**Run 1: cells by drive strength**

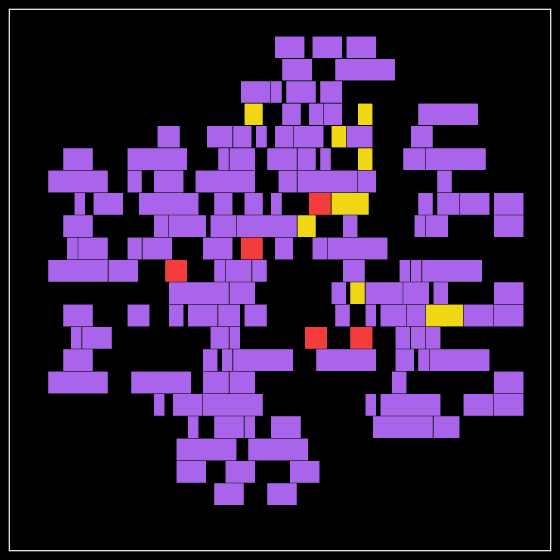
**Run 1: the metal 2 layer**

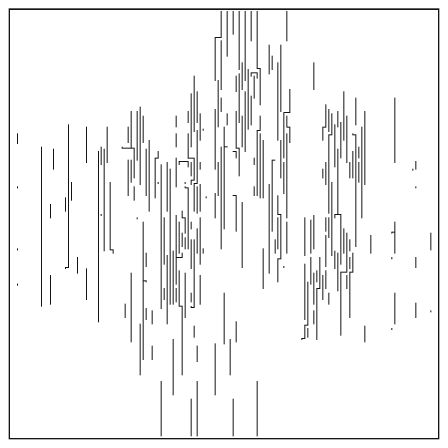
**Run 1: local utilization**

Scale bar: 20 um. 7 x 7 tiles, from dark blue (low) to red (high), 0 to 100% covered.
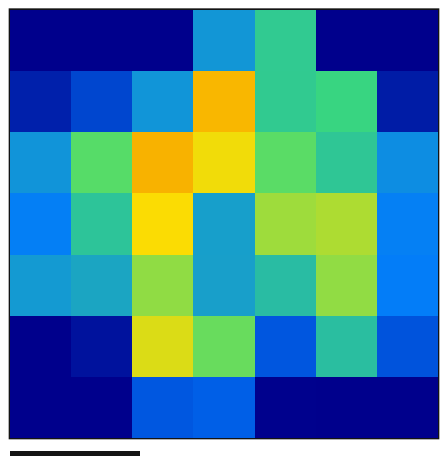
File: src/rtl/split_check_seq.sv
// Purpose: walks split_sel across the split bank, samples each selected x after a settle window, reports a pass/fail summary.
// Latency: NUM_SPLITS*(EVAL_LAT+1) cycles from accept to done_valid; (fail_idx+1)*(EVAL_LAT+1) on a failure when SPLIT_EARLY_EXIT_EN is defined.
// Backpressure: one job at a time; start_ready is high only in IDLE, and the result is held in DONE until done_ready.
//
// Build option: define SPLIT_EARLY_EXIT_EN to stop the scan at the first split whose x is 0.
// Without it every split in the bank is evaluated and the latency is fixed.
module split_check_seq #(
    parameter int NUM_SPLITS = 64,
    parameter int IDX_W      = 6,
    parameter int EVAL_LAT   = 2
) (
    input  logic             clk,
    input  logic             rst,
    input  logic             start_valid,
    output logic             start_ready,
    output logic [IDX_W-1:0] split_sel,
    input  logic             split_x,
    output logic             busy,
    output logic             done_valid,
    input  logic             done_ready,
    output logic             all_sat,
    output logic [IDX_W-1:0] fail_idx,
    output logic [IDX_W:0]   sat_count
);

    // Settle counter runs 0 .. EVAL_LAT-1; it keeps at least one bit so the
    // declaration stays legal when EVAL_LAT is 0 or 1.
    localparam int CNT_W = (EVAL_LAT > 1) ? $clog2(EVAL_LAT) : 1;
    localparam bit HAS_SETTLE = (EVAL_LAT > 0);
    localparam logic [CNT_W-1:0] SETTLE_LAST = CNT_W'((EVAL_LAT > 0) ? (EVAL_LAT - 1) : 0);
    localparam logic [IDX_W-1:0] LAST_IDX = IDX_W'(NUM_SPLITS - 1);

    typedef enum logic [1:0] {
        ST_IDLE   = 2'd0,
        ST_SETTLE = 2'd1,
        ST_SAMPLE = 2'd2,
        ST_DONE   = 2'd3
    } state_t;

    // Everything reported to the consumer travels together so it is held as one unit.
    typedef struct packed {
        logic             all_sat;
        logic [IDX_W-1:0] fail_idx;
        logic [IDX_W:0]   sat_count;
    } result_t;

    localparam result_t RESULT_INIT = '{all_sat: 1'b1, fail_idx: '0, sat_count: '0};

    state_t           state;
    state_t           state_nxt;
    logic [CNT_W-1:0] settle_cnt;
    result_t          result;

    logic             job_accept;
    logic             settle_end;
    logic             last_split;
    logic             stop_scan;
    logic             early_stop;

    // Window-entry state: with no settle time every split is sampled directly.
    state_t           st_window;
    assign st_window = HAS_SETTLE ? ST_SETTLE : ST_SAMPLE;

    assign job_accept = (state == ST_IDLE) && start_valid;
    assign settle_end = (settle_cnt == SETTLE_LAST);
    assign last_split = (split_sel == LAST_IDX);

`ifdef SPLIT_EARLY_EXIT_EN
    // A zero x ends the job immediately; fail_idx is that split and sat_count
    // is the number of passing splits ahead of it.
    assign early_stop = ~split_x;
`else
    // The whole bank is always scanned.
    assign early_stop = 1'b0;
`endif

    assign stop_scan = last_split || early_stop;

    // State register.
    always_ff @(posedge clk) begin
        if (rst) begin
            state <= ST_IDLE;
        end else begin
            state <= state_nxt;
        end
    end

    // Next-state selection: settle window, single-cycle sample, then advance or finish.
    always_comb begin
        state_nxt = state;
        case (state)
            ST_IDLE: begin
                if (start_valid) begin
                    state_nxt = st_window;
                end
            end
            ST_SETTLE: begin
                if (settle_end) begin
                    state_nxt = ST_SAMPLE;
                end
            end
            ST_SAMPLE: begin
                if (stop_scan) begin
                    state_nxt = ST_DONE;
                end else begin
                    state_nxt = st_window;
                end
            end
            ST_DONE: begin
                if (done_ready) begin
                    state_nxt = ST_IDLE;
                end
            end
            default: begin
                state_nxt = ST_IDLE;
            end
        endcase
    end

    // Handshake outputs decoded from state; start_ready is masked while rst is
    // high so no request can be taken during the reset cycles.
    always_comb begin
        start_ready = (state == ST_IDLE) && !rst;
        busy        = (state != ST_IDLE);
        done_valid  = (state == ST_DONE);
    end

    // Settle counter: restarts on every new split and wraps at the end of the window.
    always_ff @(posedge clk) begin
        if (rst) begin
            settle_cnt <= '0;
        end else if (job_accept) begin
            settle_cnt <= '0;
        end else if (state == ST_SETTLE) begin
            if (settle_end) begin
                settle_cnt <= '0;
            end else begin
                settle_cnt <= settle_cnt + 1'b1;
            end
        end
    end

    // Split index: cleared on accept, stepped after each sample that is not
    // the final one, otherwise held (including across DONE and IDLE).
    always_ff @(posedge clk) begin
        if (rst) begin
            split_sel <= '0;
        end else if (job_accept) begin
            split_sel <= '0;
        end else if ((state == ST_SAMPLE) && !stop_scan) begin
            split_sel <= split_sel + 1'b1;
        end
    end

    // Result accumulation: count passing splits, latch only the first failing index.
    always_ff @(posedge clk) begin
        if (rst) begin
            result <= RESULT_INIT;
        end else if (job_accept) begin
            result <= RESULT_INIT;
        end else if (state == ST_SAMPLE) begin
            if (split_x) begin
                result.sat_count <= result.sat_count + 1'b1;
            end else if (result.all_sat) begin
                result.all_sat  <= 1'b0;
                result.fail_idx <= split_sel;
            end
        end
    end

    // Result ports follow the held result register.
    always_comb begin
        all_sat   = result.all_sat;
        fail_idx  = result.fail_idx;
        sat_count = result.sat_count;
    end

endmodule
File: config.mk
export PLATFORM = sky130hd
export DESIGN_NAME = split_check_seq
export DESIGN_NICKNAME = d
export VERILOG_FILES = /design/src/rtl/split_check_seq.sv
export SDC_FILE = /design/constraint.sdc
export NUM_CORES = 1
export LEC_CHECK = 0
export CORE_MARGIN = 3
export CORE_UTILIZATION = 30
export DETAILED_ROUTE_END_ITERATION = 10
export GPL_TIMING_DRIVEN = 0
export PLACE_DENSITY = 0.63
export SYNTH_ARGS = -nofsm -noshare
export SYNTH_HDL_FRONTEND = slang
export SYNTH_SLANG_ARGS = --single-unit
File: constraint.sdc
create_clock -name clk -period 2.8 [get_ports clk]
set_input_delay 0.56 -clock clk [delete_from_list [all_inputs] [get_ports clk]]
set_output_delay 0.56 -clock clk [all_outputs]
set_load 0.02 [all_outputs]
==> impl_metrics.tcl, run 1 <==
# place-and-route summary
set metrics [dict create \
    layout-drive-gt1-share_pct 8.844 \
    die_h_um 65.75 \
    drt_iter0_drc 47 \
    finalCritPeriodShare_pct 86.98 \
    worstPathRequired_ps 2240 \
    p_leak_uw 0.0004575 \
    switching_share_pct 25.63 \
    layout.cells.non_filler 193 \
    r2r-start "state[1]" \
    cp-startpoint "state[0]" \
    intPower_uw 410.2 \
    dr_total_vias 988 \
    chip_area_um2 4323 \
    seqPwrFrac_pct 60.4 \
    finalHoldWorstSlack_ps 504.7 \
    clkCellAreaFrac_pct 1.930 \
    fa_ha_area_share_pct 2.336 \
    setup_viol 0 \
    grt_pass1_wl_mm 4.388 \
    setup.worst_path.end_class "output pin" \
    comb_area_share_pct 39.65 \
    wl_met2_mm 1.253 \
    cts_tree "done" \
    pg_comb_uw 57.9 \
    post-dp-hpwl_mm 1.829 \
    power_switching_uw 141.4 \
    status "finished clean" \
    holdPathStages 2 \
    inv_count 2 \
    cts_buffer_depth 2 \
    maxCapViolations 0 \
    synth.top_cells.by_area "dfxtp_1 43%, mux2i_1 8.4%, nor2_1 3.5%" \
    worst_pin_slew_ps 345.1 \
    fin_setup_tns_ps 0 \
    die_x_um 65.75 \
    port_buffers 27 \
    power_density_nw_per_um2 386.7 \
    hold_buffers 0 \
    aoi_share_pct 10.98 \
    vdd_drop_max_v 0.0002453 \
    crit_chain "clkbuf_2, or2_2, nor2_1, clkdlybuf4s50_1" \
    yosys_most_used_dff "dfxtp_1" \
    flop_area_um2 460.4 \
]
Back to the opening pictures, 'cells by drive strength':
- purple: drive 1 or less (cells 134; share 91%)
- yellow: drive 2 (cells 8; share 5.4%)
- red: drive 3 to 4 (cells 5; share 3.4%)
Final WS setup: 364.6 ps
Non-clk bufs: 34

Back to the opening pictures, 'the metal 2 layer':
- longest straight run: 26.2 um
- main direction: vertical
- wire length on this layer: 1250 um
- nets with wire on the layer: 131
- share of all routed wire: 50%
Post-Route WL: 2.509 mm
met2 usage: 23.15%

Back to the opening pictures, 'local utilization':
- tiles over 75% full: 4.1%
- mean over tiles: 32%
- nearly empty tiles: 22%
- fullest tile: 80%
- densest ninth of the die: center
core area: 3390 um2
starting density of the core: 31.60%
fin util: 42.08%

--- run 2 (diff from run 1) ---
--- a/config.mk
+++ b/config.mk
@@ -9,6 +9,7 @@
 export CORE_UTILIZATION = 30
 export DETAILED_ROUTE_END_ITERATION = 10
 export GPL_TIMING_DRIVEN = 0
+export HOLD_SLACK_MARGIN = 0.06
 export PLACE_DENSITY = 0.63
 export SYNTH_ARGS = -nofsm -noshare
 export SYNTH_HDL_FRONTEND = slang
**Run 2: local utilization**

Scale bar: 20 um. 7 x 7 tiles, from dark blue (low) to red (high), 0 to 100% covered.
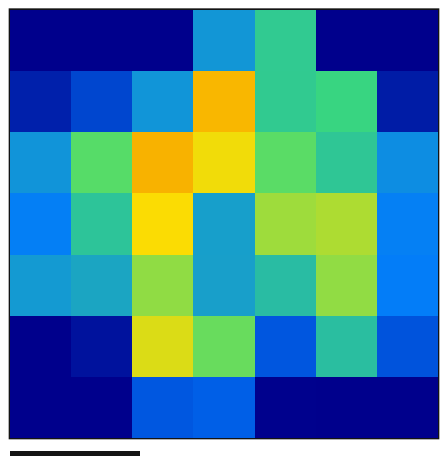
- densest ninth of the die: center
- fullest tile: 80%
- nearly empty tiles: 22%
- tiles over 75% full: 4.1%
- mean over tiles: 32%

**Run 2: the metal 2 layer**

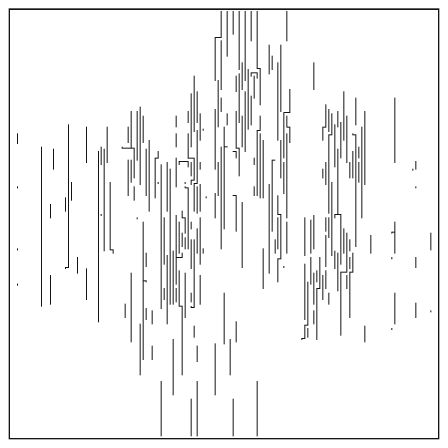
- longest straight run: 26.2 um
- share of all routed wire: 50%
routed via count: 988

==> run 2 against run 1 <==
Highest routed layer unchanged. Cell area unchanged. Clock power barely moved. Routed wire length unchanged. Final cell count did not move. Clock skew unchanged. Synthesized area unchanged. Via count unchanged. First-iteration DRC count stayed put. Power unchanged. Die size did not move.
==> impl_metrics.tcl, run 2 <==
# place-and-route summary
set metrics [dict create \
    flop_area_um2 460.4 \
    finalCritPeriodShare_pct 86.98 \
    initCoreUtil_pct 31.60 \
    post-dp-hpwl_mm 1.829 \
    status "finished clean" \
    port_buffers 27 \
    worst_pin_slew_ps 345.1 \
    power_switching_uw 141.4 \
    cts_buffer_depth 2 \
    die_h_um 65.75 \
    vdd_drop_max_v 0.0002453 \
    cp-startpoint "state[0]" \
    finalHoldWorstSlack_ps 504.7 \
    worstPathRequired_ps 2240 \
    pg_comb_uw 57.9 \
    seqPwrFrac_pct 60.4 \
    wl_met2_mm 1.253 \
    switching_share_pct 25.63 \
    comb_area_share_pct 39.65 \
    nNonClkBuffers 34 \
    power_density_nw_per_um2 386.7 \
    worst_slack_ps 364.6 \
    hold_buffers 0 \
    inv_count 2 \
    clkCellAreaFrac_pct 1.930 \
    cts_tree "done" \
    synth.top_cells.by_area "dfxtp_1 43%, mux2i_1 8.4%, nor2_1 3.5%" \
    r2r-start "state[1]" \
    grt_pass1_wl_mm 4.388 \
    wirelength_mm 2.509 \
    crit_chain "clkbuf_2, or2_2, nor2_1, clkdlybuf4s50_1" \
    fin_setup_tns_ps 0 \
    core_area_um2 3390 \
    die_x_um 65.75 \
    drt_iter0_drc 47 \
    chip_area_um2 4323 \
    setup.worst_path.end_class "output pin" \
    layout-drive-gt1-share_pct 8.844 \
    htree_num_levels 1 \
    setup_viol 0 \
    intPower_uw 410.2 \
    holdPathStages 2 \
    p_leak_uw 0.0004575 \
]
No activity file was given, so power comes from the tool's default toggle rates.
